**config.mk**
```make
export PLATFORM = sky130hd
export DESIGN_NAME = wave_capture_mc
export DESIGN_NICKNAME = d
export VERILOG_FILES = /design/src/rtl/wave_capture_mc.sv
export SDC_FILE = /design/constraint.sdc
export NUM_CORES = 1
export LEC_CHECK = 0
export CORE_AREA = 2 2 67 69
export DETAILED_ROUTE_END_ITERATION = 8
export DIE_AREA = 0 0 69 71
export PLACE_DENSITY = 0.79
export REMOVE_ABC_BUFFERS = 1
export SLEW_MARGIN = 40
export SYNTH_ARGS = -nofsm -noshare
export SYNTH_HDL_FRONTEND = slang
export SYNTH_SLANG_ARGS = --single-unit
```
**constraint.sdc**
```tcl
create_clock -name clk -period 2.1 [get_ports clk]
set_clock_uncertainty 0.1 [all_clocks]
set_input_delay 0.21 -clock clk [delete_from_list [all_inputs] [get_ports clk]]
set_output_delay 0.21 -clock clk [all_outputs]
set_load 0.05 [all_outputs]
```
**src/rtl/wave_capture_mc.sv**
```systemverilog
// wave_capture_mc: multi-channel triggered waveform capture into a double-buffered display RAM.
// Optional macro AUTO_TRIG_EN forces a trigger after AUTO_TIMEOUT strobes spent waiting in ARMED.
module wave_capture_mc #(
  parameter int NUM_CH       = 2,
  parameter int SAMPLE_W     = 16,
  parameter int DISP_W       = 8,
  parameter int DEPTH_LOG2   = 8,
  parameter int SEL_W        = 1,
  parameter int AUTO_TIMEOUT = 1024
) (
  input  logic                       clk,
  input  logic                       reset,
  input  logic                       new_sample_ready,
  input  logic [NUM_CH*SAMPLE_W-1:0] new_sample_in,
  input  logic [SEL_W-1:0]           trig_sel,
  input  logic [1:0]                 mode,
  input  logic                       wave_display_idle,
  output logic [DEPTH_LOG2:0]        write_address,
  output logic                       write_enable,
  output logic [NUM_CH*DISP_W-1:0]   write_sample,
  output logic                       read_index,
  output logic                       armed,
  output logic                       capture_done
);

  typedef enum logic [1:0] {
    ST_ARMED  = 2'd0,
    ST_ACTIVE = 2'd1,
    ST_WAIT   = 2'd2
  } state_t;

  localparam logic [DEPTH_LOG2-1:0] CNT_ZERO = {DEPTH_LOG2{1'b0}};
  localparam logic [DEPTH_LOG2-1:0] CNT_ONE  = DEPTH_LOG2'(1);
  localparam logic [DEPTH_LOG2-1:0] CNT_LAST = {DEPTH_LOG2{1'b1}};

  if (DISP_W > SAMPLE_W) begin : g_bad_disp_w
    $error("wave_capture_mc: DISP_W must not exceed SAMPLE_W");
  end
  if ((1 << SEL_W) < NUM_CH) begin : g_bad_sel_w
    $error("wave_capture_mc: SEL_W too narrow for NUM_CH");
  end
  if (AUTO_TIMEOUT < 1) begin : g_bad_timeout
    $error("wave_capture_mc: AUTO_TIMEOUT must be at least 1");
  end

  // Signed sample to offset-binary display code: keep the top DISP_W bits, flip the sign bit.
  function automatic logic [NUM_CH*DISP_W-1:0] to_display(input logic [NUM_CH*SAMPLE_W-1:0] s);
    logic [NUM_CH*DISP_W-1:0] d;
    d = {(NUM_CH*DISP_W){1'b0}};
    for (int c = 0; c < NUM_CH; c++) begin
      d[c*DISP_W +: DISP_W]   = s[c*SAMPLE_W + SAMPLE_W - DISP_W +: DISP_W];
      d[c*DISP_W + DISP_W-1]  = ~s[c*SAMPLE_W + SAMPLE_W-1];
    end
    return d;
  endfunction

  state_t                   state_r, nx_state_s;
  logic [DEPTH_LOG2-1:0]    count_r, nx_count_s;
  logic                     prev_trig_r, nx_prev_trig_s;
  logic                     read_index_r, nx_read_index_s;
  logic                     we_r, nx_we_s;
  logic                     done_r, nx_done_s;
  logic                     armed_r, nx_armed_s;
  logic [DEPTH_LOG2:0]      addr_r, nx_addr_s;
  logic [NUM_CH*DISP_W-1:0] sample_r, nx_sample_s;
  logic                     cur_msb_s;
  logic                     trig_hit_s;
  logic                     force_s;
  logic                     unused_bits_s;

  // Low sample bits below the display width never reach the RAM.
  assign unused_bits_s = ^new_sample_in;

  // Sign bit of the selected trigger channel; out-of-range selections fall back to channel 0.
  always_comb begin
    cur_msb_s = new_sample_in[SAMPLE_W-1];
    for (int c = 1; c < NUM_CH; c++) begin
      if (trig_sel == SEL_W'(c)) begin
        cur_msb_s = new_sample_in[c*SAMPLE_W + SAMPLE_W-1];
      end else begin
        cur_msb_s = cur_msb_s;
      end
    end
  end

  // Trigger condition per mode; mode 3 behaves as rising.
  always_comb begin
    trig_hit_s = 1'b0;
    case (mode)
      2'd0:    trig_hit_s = 1'b1;
      2'd2:    trig_hit_s = ~prev_trig_r & cur_msb_s;
      default: trig_hit_s = prev_trig_r & ~cur_msb_s;
    endcase
  end

`ifdef AUTO_TRIG_EN
  localparam int AUTO_W = $clog2(AUTO_TIMEOUT) + 1;
  localparam logic [AUTO_W-1:0] AUTO_LAST = AUTO_W'(AUTO_TIMEOUT - 1);
  logic [AUTO_W-1:0] auto_cnt_r;

  // Armed-strobe counter, held at zero outside ARMED so every arming starts a fresh timeout.
  always_ff @(posedge clk or negedge reset) begin
    if (!reset) begin
      auto_cnt_r <= {AUTO_W{1'b0}};
    end else if (state_r != ST_ARMED) begin
      auto_cnt_r <= {AUTO_W{1'b0}};
    end else if (new_sample_ready) begin
      auto_cnt_r <= auto_cnt_r + AUTO_W'(1);
    end else begin
      auto_cnt_r <= auto_cnt_r;
    end
  end

  assign force_s = (auto_cnt_r == AUTO_LAST);
`else
  assign force_s = 1'b0;
`endif

  // Next-state and next-output logic for the ARMED / ACTIVE / WAIT capture sequence.
  always_comb begin
    nx_state_s      = state_r;
    nx_count_s      = count_r;
    nx_prev_trig_s  = prev_trig_r;
    nx_read_index_s = read_index_r;
    nx_we_s         = 1'b0;
    nx_done_s       = 1'b0;
    nx_addr_s       = addr_r;
    nx_sample_s     = sample_r;

    if (new_sample_ready) begin
      nx_prev_trig_s = cur_msb_s;
    end else begin
      nx_prev_trig_s = prev_trig_r;
    end

    case (state_r)
      ST_ARMED: begin
        if (new_sample_ready && (trig_hit_s || force_s)) begin
          nx_we_s     = 1'b1;
          nx_addr_s   = {~read_index_r, CNT_ZERO};
          nx_sample_s = to_display(new_sample_in);
          nx_count_s  = CNT_ONE;
          nx_state_s  = ST_ACTIVE;
        end else begin
          nx_state_s  = ST_ARMED;
        end
      end
      ST_ACTIVE: begin
        if (new_sample_ready) begin
          nx_we_s     = 1'b1;
          nx_addr_s   = {~read_index_r, count_r};
          nx_sample_s = to_display(new_sample_in);
          if (count_r == CNT_LAST) begin
            nx_done_s  = 1'b1;
            nx_count_s = CNT_ZERO;
            nx_state_s = ST_WAIT;
          end else begin
            nx_count_s = count_r + CNT_ONE;
          end
        end else begin
          nx_state_s = ST_ACTIVE;
        end
      end
      ST_WAIT: begin
        if (wave_display_idle) begin
          nx_read_index_s = ~read_index_r;
          nx_state_s      = ST_ARMED;
        end else begin
          nx_state_s      = ST_WAIT;
        end
      end
      default: begin
        nx_state_s = ST_ARMED;
        nx_count_s = CNT_ZERO;
      end
    endcase

    nx_armed_s = (nx_state_s == ST_ARMED);
  end

  // State and registered outputs; reset drops any partial frame.
  always_ff @(posedge clk or negedge reset) begin
    if (!reset) begin
      state_r      <= ST_ARMED;
      count_r      <= CNT_ZERO;
      prev_trig_r  <= 1'b0;
      read_index_r <= 1'b0;
      we_r         <= 1'b0;
      done_r       <= 1'b0;
      armed_r      <= 1'b1;
      addr_r       <= {(DEPTH_LOG2+1){1'b0}};
      sample_r     <= {(NUM_CH*DISP_W){1'b0}};
    end else begin
      state_r      <= nx_state_s;
      count_r      <= nx_count_s;
      prev_trig_r  <= nx_prev_trig_s;
      read_index_r <= nx_read_index_s;
      we_r         <= nx_we_s;
      done_r       <= nx_done_s;
      armed_r      <= nx_armed_s;
      addr_r       <= nx_addr_s;
      sample_r     <= nx_sample_s;
    end
  end

  assign write_address = addr_r;
  assign write_enable  = we_r;
  assign write_sample  = sample_r;
  assign read_index    = read_index_r;
  assign armed         = armed_r;
  assign capture_done  = done_r;

endmodule

```
==> metrics.csv, run 1 <==
metric,value,unit
outcome,finished clean,
yosys_warnings,0,
grt.total_usage,17.2,%
synth_cells,152,
cellLeakagePower,1.16,nW
max_cap_viol_count,0,
place_hpwl,2730,µm
antenna_cells_inserted,0,
total_routed_wirelength,3710,µm
worstPathArrival,2.00,ns
ys_cells,152,
max_slew_vio_count,0,
cts_made_buffers,5,
tritoncts_num_sinks,40,
ys.flop_type,dfrtp_1,
place.port_buffers,51,
cts.hold.buffers_added,1,
postLayoutCellArea,2550,µm²
timing.critical_path.cells,clkdlybuf4s50_1 > mux2i_1 > mux2i_1 > a211o_1 > buf_12 > mux2_2,
most_frequent_cp_cell,mux2i_1,
post_drt_wl_per_cell,13.9,µm
final_layout_top_logic_cell,clkdlybuf4s50_1,
hold_path.class,primary input to asynchronous set/reset pin,
final_layout_top_logic_cells,"50 x clkdlybuf4s50_1, 39 x dfrtp_1, 12 x inv_1",
ios,68,
core_util_floorplan,42.9,%
via_count_of_the_first_global_routing_pass,1434,
chip_area,4900,µm²
-- run 1: Yosys cell counts (2+ instances only) --
cell | n | area (µm²)
dfrtp_1 | 39 | 976
inv_1 | 12 | 45.0
a22o_1 | 9 | 78.8
nor2_1 | 9 | 33.8
mux2_4 | 8 | 120
o21ai_0 | 7 | 35.0
a21oi_1 | 6 | 30.0
clkbuf_1 | 6 | 22.5
mux2_2 | 6 | 67.6
mux2i_1 | 5 | 50.1
nand3_1 | 4 | 20.0
and2_1 | 3 | 18.8
nand2b_1 | 3 | 18.8
nor3_1 | 3 | 15.0
a211o_1 | 2 | 17.5
and3_1 | 2 | 12.5
nand2_1 | 2 | 7.51
nand4_1 | 2 | 12.5
nor4_1 | 2 | 12.5
o211ai_1 | 2 | 15.0
o2bb2ai_1 | 2 | 17.5
o31ai_1 | 2 | 15.0
-- run 1: registers in the layout (all words and copies together) (netlist names) --
signal / cells
armed: 1
capture_done: 1
count_r: 8
prev_trig_r: 1
read_index: 1
state_r: 2
write_address: 9
write_enable: 1
write_sample: 16
-- run 1: metal layers --
metal | wire length [µm] | global-route usage [%] | up-vias
li1 | - | - | 670
met4 | 52 | 5.88 | 0
met1 | 1690 | 22.1 | 658
met2 | 1740 | 28.0 | 46
met3 | 234 | 5.27 | 5
met5 | 0 | 0 | -
-- run 1: logic make-up (layout without fill, tap and decap cells) --
family                   after synthesis  after routing  synth area share (%)
AND-OR/OR-AND                         36             36                  14.1
buffers and inverters                 21             84                  5.90
multiplexers                          19             19                  13.2
flip-flops                            40             40                  55.6
XOR/XNOR                               1              1                 0.486
adder cells (fa/ha/maj)                1              1                 0.694
AND/OR/NAND/NOR                       34             34                  10.0
-- run 1: power by group --
group	internal, W	leakage [nW]	switching (W)	total, W
combinational	0.000677	0.631	0.000977	0.00165
sequential	0.00102	0.477	0.000226	0.00125
clock	0.000351	0.0541	0.000268	0.000619
total	0.00205	1.16	0.00147	0.00352
-- run 1: worst paths after layout --
check | start | endpoint | slack [ns]
worst max register to register | state_r[0] | write_address[6] | 0.32
worst max-delay path | trig_sel | write_sample[4] | 0.18
worst min register to register | read_index | read_index | 0.40
worst min-delay path | reset | write_sample[10] | 0.32
min in group clk | read_index | read_index | 0.40
max in group asynchronous | reset | armed | 0.99
-- run 1: through the flow --
stage	hold WS (ns)	instances	TNS, ns
floorplan	-0.186	143	-0.0542
global placement	0.111	258	-1.59
detailed placement	0.117	258	-2.34
CTS	0.337	267	0
global route	0.370	267	0
finish	0.321	267	0
-- run 1: worst max-delay path, delay by kind of cell --
family                 cells  cell delay, ns
buffers and inverters      2            0.65
muxes                      3            0.90
AOI/OAI and AO/OA          1            0.21
-- run 1: cell type report --
type                            count  area (µm²)  area share, %
Tap cell                           52        65.1           2.55
Sequential cell                    40        1000           39.3
Timing Repair Buffer               64         631           24.8
Inverter                           12        45.0           1.77
Clock buffer                        5        68.8           2.70
Multi-Input combinational cell     91         693           27.2
Clock inverter                      3        42.5           1.67
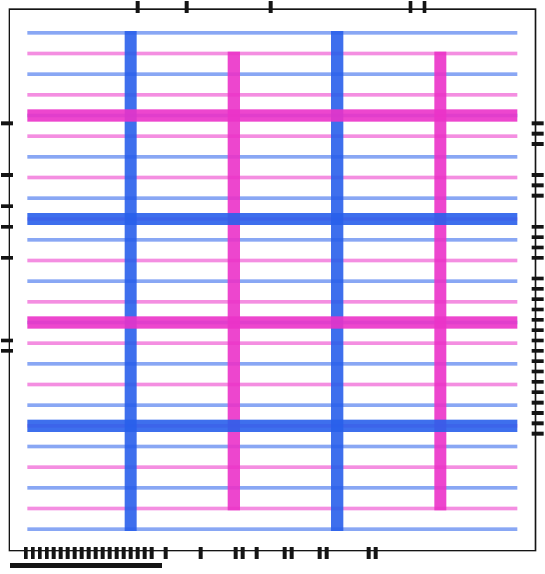
**Above:** run 1 (floorplan with the power grid).
The bar under the picture is 20 µm long. Pins as bars on the die edge.
VSS: marked blue. VDD: marked magenta.
4 straps on met5. 4 straps on met4. 68 signal pins sit on the boundary.

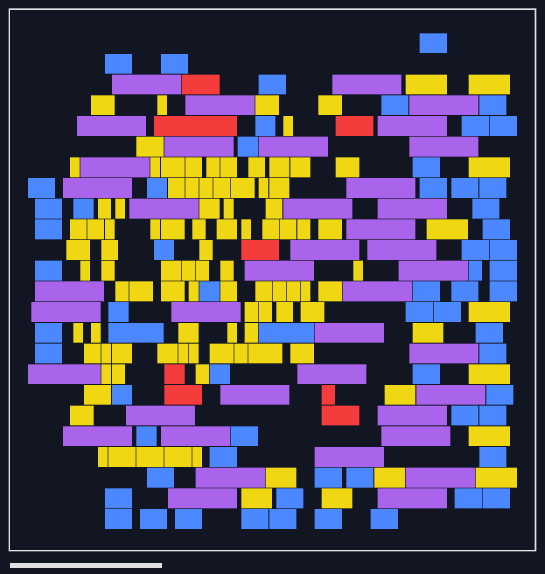
**Above:** run 1 (placement by cell class).
The bar under the picture is 20 µm long.
registers: marked purple, cells 40, share of their area 40%. remaining logic cells: marked yellow, cells 103, share of their area 30%. clock drivers and dummy loads: marked red, cells 8, share of their area 4.5%. remaining buffers and delay cells: marked blue, cells 64, share of their area 25%.

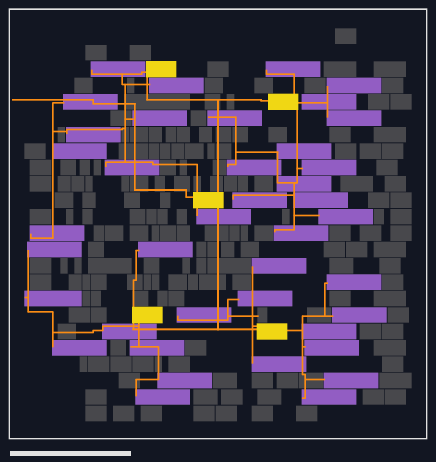
**Above:** run 1 (clock network drawn from the DEF).
The bar under the picture is 20 µm long.
flip-flops: marked purple, count 40. clock wires: marked orange, length 471 µm. clock-net drivers: marked yellow, count 5.
Position of the flops: widely spread. There are 6 routed clock nets.
Clock power frac: 17.6%
clock network power: 0.000619 W

**Run 1: metal layers overlaid**

Two of the layers only.
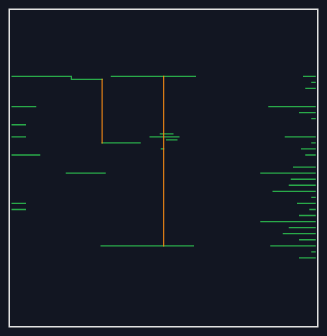

==> run 2, diff against run 1 <==
--- a/config.mk
+++ b/config.mk
@@ -9,7 +9,6 @@
 export DETAILED_ROUTE_END_ITERATION = 8
 export DIE_AREA = 0 0 69 71
 export PLACE_DENSITY = 0.79
-export REMOVE_ABC_BUFFERS = 1
 export SLEW_MARGIN = 40
 export SYNTH_ARGS = -nofsm -noshare
 export SYNTH_HDL_FRONTEND = slang
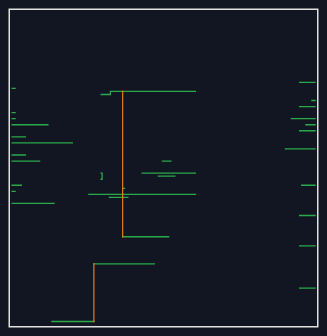
**Above:** run 2 (metal layers overlaid).
Two of the layers only.
M4: marked orange, wire length 45.6 µm. M3: marked green, wire length 189 µm.

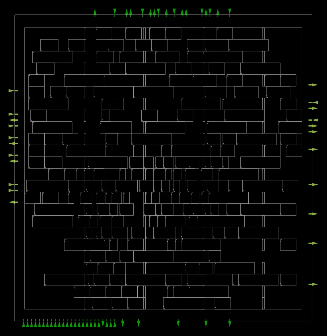
**Above:** run 2 (cell outlines without signal wires).
number of non-filler instances in the completed layout: 263
TAP cells: 52
sequential share of cell area: 40.0%

==> run 2 against run 1 <==
Effect of this change: final cell count fell by 1.5%; non-clock buffer count shrank 4; global-route usage fell by 1.2 points; via count decreased by 2.5%; first-iteration DRC count increased by 25%; largest cell class unchanged; critical endpoint is now write_address[0]; register-to-register slack about the same.
==> metrics.csv, run 2 <==
metric,value,unit
yosys_warnings,0,
synthMostInstantiatedCell,dfrtp_1,
met3WireLength,189,µm
timing.critical_path.cells,clkdlybuf4s50_1 > mux2i_1 > mux2i_1 > a211o_1 > buf_4 > buf_4 > a22o_1,
yosys_area,1800,µm²
post_drt_wl_per_cell,13.5,µm
postLayoutCellArea,2510,µm²
ios,68,
ys.flop_type,dfrtp_1,
setup.worst_path.class,primary input to flip-flop,
cts_made_buffers,5,
drt_iter0_drc,81,
via_count_of_the_first_global_routing_pass,1349,
count_of_placed_standard_cells_including_taps,254,
synth_cells,152,
synthDominantAreaCellType,dfrtp_1,
common_cells,"39 x dfrtp_1, 12 x inv_1, 9 x a22o_1, 9 x nor2_1, 8 x mux2_4",
route.top_layer_used,met4,
chip_area,4900,µm²
netlist_top_cells_area,"dfrtp_1 54%, mux2_4 6.7%, a22o_1 4.4%",
antenna_cells_inserted,0,
final_layout_top_logic_cell,clkdlybuf4s50_1,
worstPathArrival,2.00,ns
dr_wl_met2,1740,µm
tritoncts_num_sinks,40,
hold_path.class,primary input to asynchronous set/reset pin,
drt-met1-wl,1580,µm
number_of_flip_flops_under_the_largest_register_name,16,
final.setup.tns,0,ns
cellLeakagePower,1.14,nW
netlist.area_leader.share,54.2,%
place_hpwl,2590,µm
outcome,finished clean,
total_routed_wirelength,3560,µm
ys_cells,152,
max_slew_vio_count,0,
ys_seq_share,55.6,%
max_cap_viol_count,0,
core_util_floorplan,42.9,%
final_layout_top_logic_cells,"50 x clkdlybuf4s50_1, 39 x dfrtp_1, 12 x inv_1",
grt.total_usage,16.0,%
[run 2: cell counts after synthesis]
Identical to the previous run, type by type.
[run 2: cells by family after synthesis]
family	synth area share (%)
flops	55.6
compound gates	14.1
simple gates	10.0
buf+inv	5.90
mux	13.2
xor+xnor	0.486
fa+ha+maj	0.694
[run 2: per-layer routing]
layer | up-vias | track usage (%)
met1 | 635 | 22.0
met3 | 5 | 4.56
met4 | 0 | 4.58
met2 | 41 | 25.0
li1 | 663 | -
met5 | - | 0
[run 2: cell type report]
cell class / count / area, µm² / area share (%)
Clock buffer: 5 / 68.8 / 2.74
Clock inverter: 3 / 42.5 / 1.70
Inverter: 12 / 45.0 / 1.80
Multi-Input combinational cell: 91 / 693 / 27.6
Sequential cell: 40 / 1000 / 40.0
Tap cell: 52 / 65.1 / 2.59
Timing Repair Buffer: 60 / 591 / 23.6
[run 2: path summary, 6_finish.rpt]
kind                                  start          endpoint  slack [ns]  depth (start not counted)
max                                trig_sel  write_address[0]        0.18                          7
min                                   reset  write_sample[15]        0.34                          2
max reg2reg                      state_r[0]  write_address[0]        0.31                          5
min reg2reg                write_address[7]  write_address[7]        0.40                          1
max in group asynchronous             reset             armed        1.21                          2
min in group clk           write_address[7]  write_address[7]        0.40                          1
[run 2: report_power, final]
part / total [W] / switching (W) / internal (W)
Combinational: 0.00162 / 0.000962 / 0.000656
Clock: 0.000616 / 0.000264 / 0.000351
Sequential: 0.00125 / 0.000227 / 0.00102
[run 2: repair_timing]
| action | 4_1_cts | 5_1_grt |
|---|---|---|
| hold buffers | 1 | 0 |
| hold endpoints to repair | 39 | 0 |
| resized | 0 | 0 |
[run 2: per-stage QoR]
stage / hold WS (ns) / power, W
2_1_floorplan: -0.186 / 0.00236
3_3_place_gp: 0.275 / 0.00286
3_5_place_dp: 0.117 / 0.00289
4_1_cts: 0.344 / 0.00353
5_1_grt: 0.361 / 0.00370
6_report: 0.339 / 0.00348
[run 2: worst max-delay path: cells and delay by family]
| kind | cells | cell delay, ns |
|---|---|---|
| multiplexers | 2 | 0.41 |
| AND-OR/OR-AND | 2 | 0.54 |
| buffers and inverters | 3 | 0.83 |
No activity file was given, so power comes from the tool's default toggle rates.
